$ cat src/rtl/uart_arb_pkg.sv
// ============================================================================
// uart_arb_pkg : shared state encoding and defaults for uart_msg_arbiter
// Revision     : 1.0
// ============================================================================
`default_nettype none

package uart_arb_pkg;

    localparam int DEFAULT_DATA_W = 8;

    typedef enum logic [1:0] {
        IDLE    = 2'd0,
        GRANTED = 2'd1,
        SEND    = 2'd2
    } arb_state_t;

endpackage

`default_nettype wire

$ cat src/rtl/uart_msg_arbiter_rr_pick.sv
// ============================================================================
// rr_pick  : combinational round-robin picker, first requester after last_ptr
// Revision : 1.0
// ============================================================================
`default_nettype none

module rr_pick #(
    parameter int N     = 4,
    parameter int PTR_W = $clog2(N)
) (
    input  logic [N-1:0]     req,
    input  logic [PTR_W-1:0] last_ptr,
    output logic [N-1:0]     pick,
    output logic             found
);

    int               sum;
    logic [PTR_W-1:0] idx;

    // Offsets 1..N scan every requester once, ending on last_ptr itself.
    always_comb begin
        pick  = '0;
        found = 1'b0;
        sum   = 0;
        idx   = '0;
        for (int k = 1; k <= N; k++) begin
            sum = int'(last_ptr) + k;
            idx = PTR_W'(sum % N);
            if (!found && req[idx]) begin
                pick[idx] = 1'b1;
                found     = 1'b1;
            end
        end
    end

endmodule

`default_nettype wire

$ cat src/rtl/uart_msg_arbiter.sv
// ============================================================================
// uart_msg_arbiter : round-robin, message-atomic sharing of one uart_tx.
// Optional watchdog on tx_done enabled by macro UART_ARB_TIMEOUT_EN.
// Revision         : 1.0
// ============================================================================
`default_nettype none

module uart_msg_arbiter
    import uart_arb_pkg::*;
#(
    parameter int N_REQ       = 4,
    parameter int DATA_W      = DEFAULT_DATA_W,
    parameter int TIMEOUT_CYC = 4096
) (
    input  logic                    clk_3125KHz,
    input  logic                    rst_n,
    input  logic [N_REQ-1:0]        req,
    input  logic [N_REQ-1:0]        byte_valid,
    input  logic [N_REQ*DATA_W-1:0] byte_data,
    input  logic [N_REQ-1:0]        byte_last,
    output logic [N_REQ-1:0]        byte_ready,
    output logic [N_REQ-1:0]        grant,
    output logic                    tx_start,
    output logic [DATA_W-1:0]       msg,
    input  logic                    tx_done,
    output logic                    busy,
    output logic                    timeout_err
);

    localparam int PTR_W = $clog2(N_REQ);

    if (N_REQ < 2 || N_REQ > 8 || TIMEOUT_CYC < 2) begin : g_param_check
        $error("uart_msg_arbiter: N_REQ must be 2..8 and TIMEOUT_CYC at least 2");
    end

    arb_state_t       state;
    logic [PTR_W-1:0] last_ptr;
    logic [PTR_W-1:0] owner;
    logic             last_q;
    logic [N_REQ-1:0] pick;
    logic             found;
    logic [PTR_W-1:0] pick_idx;

    rr_pick #(
        .N     (N_REQ),
        .PTR_W (PTR_W)
    ) u_rr_pick (
        .req      (req),
        .last_ptr (last_ptr),
        .pick     (pick),
        .found    (found)
    );

    always_comb begin
        pick_idx = '0;
        for (int i = 0; i < N_REQ; i++) begin
            if (pick[i]) pick_idx = PTR_W'(i);
        end
    end

    assign busy = |grant;

`ifdef UART_ARB_TIMEOUT_EN
    localparam int CNT_W = $clog2(TIMEOUT_CYC);
    logic [CNT_W-1:0] wd_cnt;
`else
    assign timeout_err = 1'b0;
`endif

    always_ff @(posedge clk_3125KHz or negedge rst_n) begin
        if (!rst_n) begin
            state      <= IDLE;
            last_ptr   <= PTR_W'(N_REQ - 1);
            owner      <= '0;
            last_q     <= 1'b0;
            grant      <= '0;
            byte_ready <= '0;
            tx_start   <= 1'b0;
            msg        <= '0;
`ifdef UART_ARB_TIMEOUT_EN
            wd_cnt      <= '0;
            timeout_err <= 1'b0;
`endif
        end else begin
            byte_ready <= '0;
            tx_start   <= 1'b0;
`ifdef UART_ARB_TIMEOUT_EN
            timeout_err <= 1'b0;
`endif
            case (state)
                IDLE: begin
                    if (found) begin
                        grant <= pick;
                        owner <= pick_idx;
                        state <= GRANTED;
                    end
                end
                GRANTED: begin
                    if (!req[owner]) begin
                        grant    <= '0;
                        last_ptr <= owner;
                        state    <= IDLE;
                    end else if (byte_valid[owner]) begin
                        msg               <= byte_data[int'(owner)*DATA_W +: DATA_W];
                        last_q            <= byte_last[owner];
                        byte_ready[owner] <= 1'b1;
                        tx_start          <= 1'b1;
                        state             <= SEND;
`ifdef UART_ARB_TIMEOUT_EN
                        wd_cnt            <= '0;
`endif
                    end
                end
                SEND: begin
                    // A dropped req only takes effect once the in-flight byte completes.
                    if (tx_done) begin
                        if (last_q || !req[owner]) begin
                            grant    <= '0;
                            last_ptr <= owner;
                            state    <= IDLE;
                        end else begin
                            state <= GRANTED;
                        end
`ifdef UART_ARB_TIMEOUT_EN
                    end else if (wd_cnt == CNT_W'(TIMEOUT_CYC - 1)) begin
                        timeout_err <= 1'b1;
                        grant       <= '0;
                        last_ptr    <= owner;
                        state       <= IDLE;
                    end else begin
                        wd_cnt <= wd_cnt + 1'b1;
`endif
                    end
                end
                default: begin
                    grant <= '0;
                    state <= IDLE;
                end
            endcase
        end
    end

endmodule

`default_nettype wire

$ cat config.mk
export PLATFORM = sky130hd
export DESIGN_NAME = uart_msg_arbiter
export DESIGN_NICKNAME = d
export VERILOG_FILES = /design/src/rtl/uart_arb_pkg.sv /design/src/rtl/uart_msg_arbiter_rr_pick.sv /design/src/rtl/uart_msg_arbiter.sv
export SDC_FILE = /design/constraint.sdc
export NUM_CORES = 1
export LEC_CHECK = 0
export CAP_MARGIN = 5
export CORE_MARGIN = 2
export CORE_UTILIZATION = 44
export DETAILED_ROUTE_END_ITERATION = 12
export PLACE_DENSITY_LB_ADDON = 0.2
export SLEW_MARGIN = 20
export SYNTH_ARGS = -nofsm -noshare
export SYNTH_HDL_FRONTEND = slang
export SYNTH_SLANG_ARGS = --single-unit
export TNS_END_PERCENT = 20
$ cat constraint.sdc
create_clock -name clk_3125KHz -period 2.6 [get_ports clk_3125KHz]
set_clock_uncertainty 0.15 [all_clocks]
set_input_delay 0.78 -clock clk_3125KHz [delete_from_list [all_inputs] [get_ports clk_3125KHz]]
set_output_delay 0.78 -clock clk_3125KHz [all_outputs]
set_load 0.03 [all_outputs]
==> ci_impl_report.md, run 1 <==
## PnR job results

| Metric | Value |
|---|---|
| Outcome | finished, final reports clean |
| Final non-filler cell total | 273 |
| Crit path from | req[1] |
| Syn Area/Cell | 11.37 sq um |
| Clock power share | 0.092 |
| Cells after DPL | 269 |
| Hold Path Class | reg2reg |
| Metal3 WL | ~240 um |
| DRT met1 WL | approximately 1800 um |
| Final min period | 2.552 ns |
| Total design power | about 2.8 mW |
| Clock sink count | 24 |
| Fraction of area in registers | 0.2379 |
| Ant. Diodes | 0 |
| Crit path buf inv count | 2 |
| Non-clock buffer share | 0.3105 |
| Syn Inst Count | 148 |
| Yosys top cell by instances | dfrtp_1 |
| Num tapcells | ~48 |
| Crit path DRT | 2.61 ns |
| Fraction of area in multi-input gates | 0.4003 |
| Top power group | combinational logic |
| Largest register FFs | 8 |
| Yosys synthesis chip area | around 1700 sq um |
| Synth Area in XOR/XNOR | 0 |
| Post-synth top area cell | dfrtp_1 |
| Seq pwr share | 0.241 |
| Switching Power | about 1.2 mW |
| CTS tree | done |
| Setup TNS Final | 0 ns |
| Reg2reg end | owner[0] |
| First-pass GRT wire length | 6762 um |
| IO buf count | between 60 and 70 |
| Core Footprint | 3661 sq um |
| Fmax | 391.8 MHz |
| Comb gate area | 1015 sq um |
| Largest cell class | multi-input combinational cells |
| Top reg by flops | msg |
| WHS Endpoint | last_q |
| Top Layer Used | met4 |
| CTS max path bufs | 2 |
| Mux area share | 0.2647 |
| Met3 usage | 0.02555 |
| Clock tree cell share of total cell area | 0.02172 |
| Initial antenna violation count | 0 |
| Starting DRT DRC Count | about 67 |
| Power Dens Cells | 1087 nW/um^2 |
| WL met2 | 2197 um |
| Post-Synth Simple-Gate Area | 0.1494 |
| Total GRT Usage | 0.2056 |
| FF/Latch Area | 603.1 sq um |
| Critical path class | in2reg |
| Post-Syn Area | 1683 sq um |
| Post-synth top area share | 0.3271 |
| Internal Power | 1.595 mW |
| Worst setup SP type | input port |
| Post-CTS Resized | 1 |
| GR Util met1 | 0.2673 |
| Wirelength, routed | 4258 um |
| Distinct lib cells used | 42 |
| Arrival @ worst endpoint | around 2.6 ns |
| Die Wd | 65.85 um |
| R2r setup slk | 0.21 ns |
| Post-synth seq share | 0.3584 |
| Seq. pwr | between 0.6 and 0.7 mW |
| Logic depth of the worst path, buffers included | 6 |
| CP Max Fanout | 7 |
| Vias in the first global route | 1424 |
| Num ports | 66 |
| P&R area growth vs syn | 50.63% |
| Vias | 1472 |
| Number of enable flip-flop cells | 0 |
| Final Hold Fails | 0 |
| FP Rows | 22 |
| Top delay family on crit path | AND-OR/OR-AND gates |
| Post-DP HPWL | 3305 um |
| RSZ-0062 raised after global routing | true |
| Die ar. | between 4000 and 5000 sq um |
| Bufs w/o clock | 83 |
| Critical Path Sink Type | register |
| Biggest registers after layout | msg: 8 flops, byte_ready: 4 flops, grant: 4 flops |
| Compound Share, Synth | 0.1204 |
| CP max-delay cell | mux4_2 |
| Endpoints failing setup | 0 |
| Gate power share | 0.668 |
| Hold buffer count at CTS | 0 |
| Final Slew Violations | 0 |
| Clk Latency, worst-skew pair | roughly 0.26 ns |
**Run 1: signal wires on met1**

Cells faint in the background.
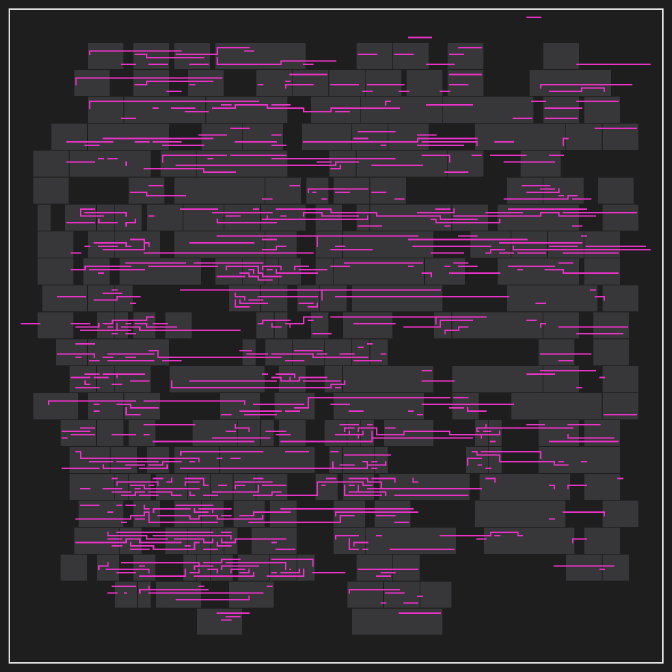
wire length on this layer: 1770 um
main direction: horizontal
share of all routed wire: 41%
longest straight run: 26.2 um

**Run 1: met2 routing**

Bar = 20 um.
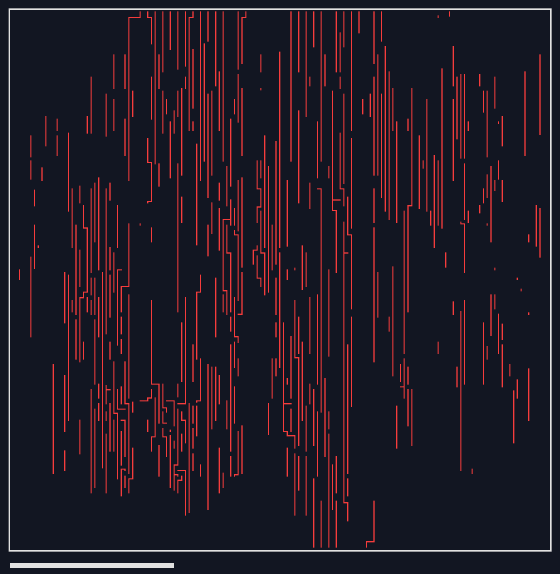
longest straight run: 34.2 um
share of all routed wire: 52%

**Run 1: met3 routing**

Bar = 20 um.
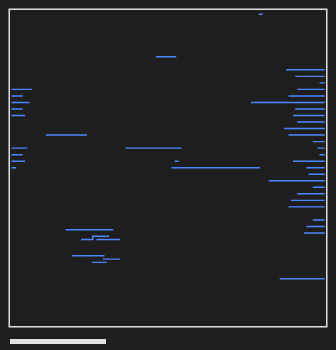
wire length on this layer: 242 um
longest straight run: 18.2 um
nets with wire on the layer: 45
main direction: horizontal
share of all routed wire: 5.7%

==> run 2: changes to the inputs <==
--- a/config.mk
+++ b/config.mk
@@ -5,6 +5,8 @@
 export SDC_FILE = /design/constraint.sdc
 export NUM_CORES = 1
 export LEC_CHECK = 0
+export ABC_AREA = 1
+export ABC_CLOCK_PERIOD_IN_PS = 2600
 export CAP_MARGIN = 5
 export CORE_MARGIN = 2
 export CORE_UTILIZATION = 44
**Run 2: met2 routing**

Bar = 20 um.
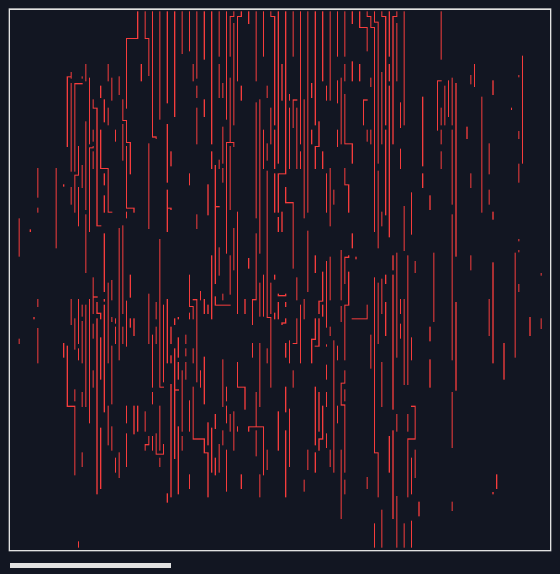
main direction: vertical
share of all routed wire: 47%
longest straight run: 25.3 um
nets with wire on the layer: 286
wire length on this layer: 2160 um

**Run 2: met3 routing**

Bar = 20 um.
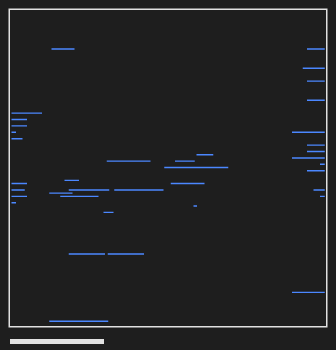
wire length on this layer: 176 um
main direction: horizontal
share of all routed wire: 3.9%

==> run 2 against run 1 <==
Wire length increased by 7.4%. Highest routed layer unchanged. Critical endpoint is now busy. Critical path type is now reg2out. Combinational power rose by 6%. Utilization is 2.3 points lower.
==> ci_impl_report.md, run 2 <==
## PnR job results

| Metric | Value |
|---|---|
| Fmax | 406.0 MHz |
| Clk Latency, worst-skew pair | 0.26 ns |
| Final min period | 2.463 ns |
| Final non-filler cell total | 368 |
| Bufs w/o clock | 75 |
| Vias in the first global route | 1610 |
| Core Footprint | 3744 sq um |
| Post-synth top area share | 0.3141 |
| Metal3 WL | 176 um |
| Post-DP HPWL | 3620 um |
| First-pass GRT wire length | 7231 um |
| Post-Synth Simple-Gate Area | 0.4190 |
| Num ports | about 66 |
| Ant. Diodes | 0 |
| Yosys top cell by instances | nand2_1 |
| Mux area share | 0 |
| Clock tree cell share of total cell area | 0.01647 |
| Comb gate area | roughly 980 sq um |
| Largest cell class | multi-input combinational cells |
| IO buf count | 64 |
| Crit path DRT | ~1.7 ns |
| Cells after DPL | 365 |
| Endpoints failing setup | 0 |
| Reg2reg end | grant[0] |
| Total design power | 2.794 mW |
| WL met2 | 2155 um |
| Outcome | finished, final reports clean |
| Largest register FFs | 8 |
| Top reg by flops | msg |
| Power Dens Cells | roughly 1100 nW/um^2 |
| Synth Area in XOR/XNOR | 0 |
| Compound Share, Synth | 0.07923 |
| Seq. pwr | 0.636 mW |
| Met3 usage | 0.02534 |
| CTS tree | done |
| Final Slew Violations | 0 |
| R2r setup slk | around 0.43 ns |
| CP max-delay cell | or4_1 |
| Switching Power | 1.427 mW |
**Run 2: clock routing**

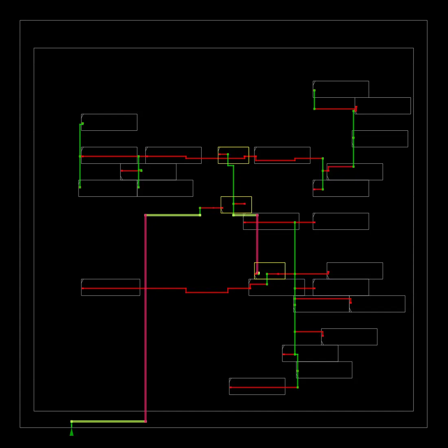
Clock Power: 0.213 mW
clock sink count: 24
TritonCTS Buffers: 3
Flops: 24

No activity file was given, so power comes from the tool's default toggle rates.
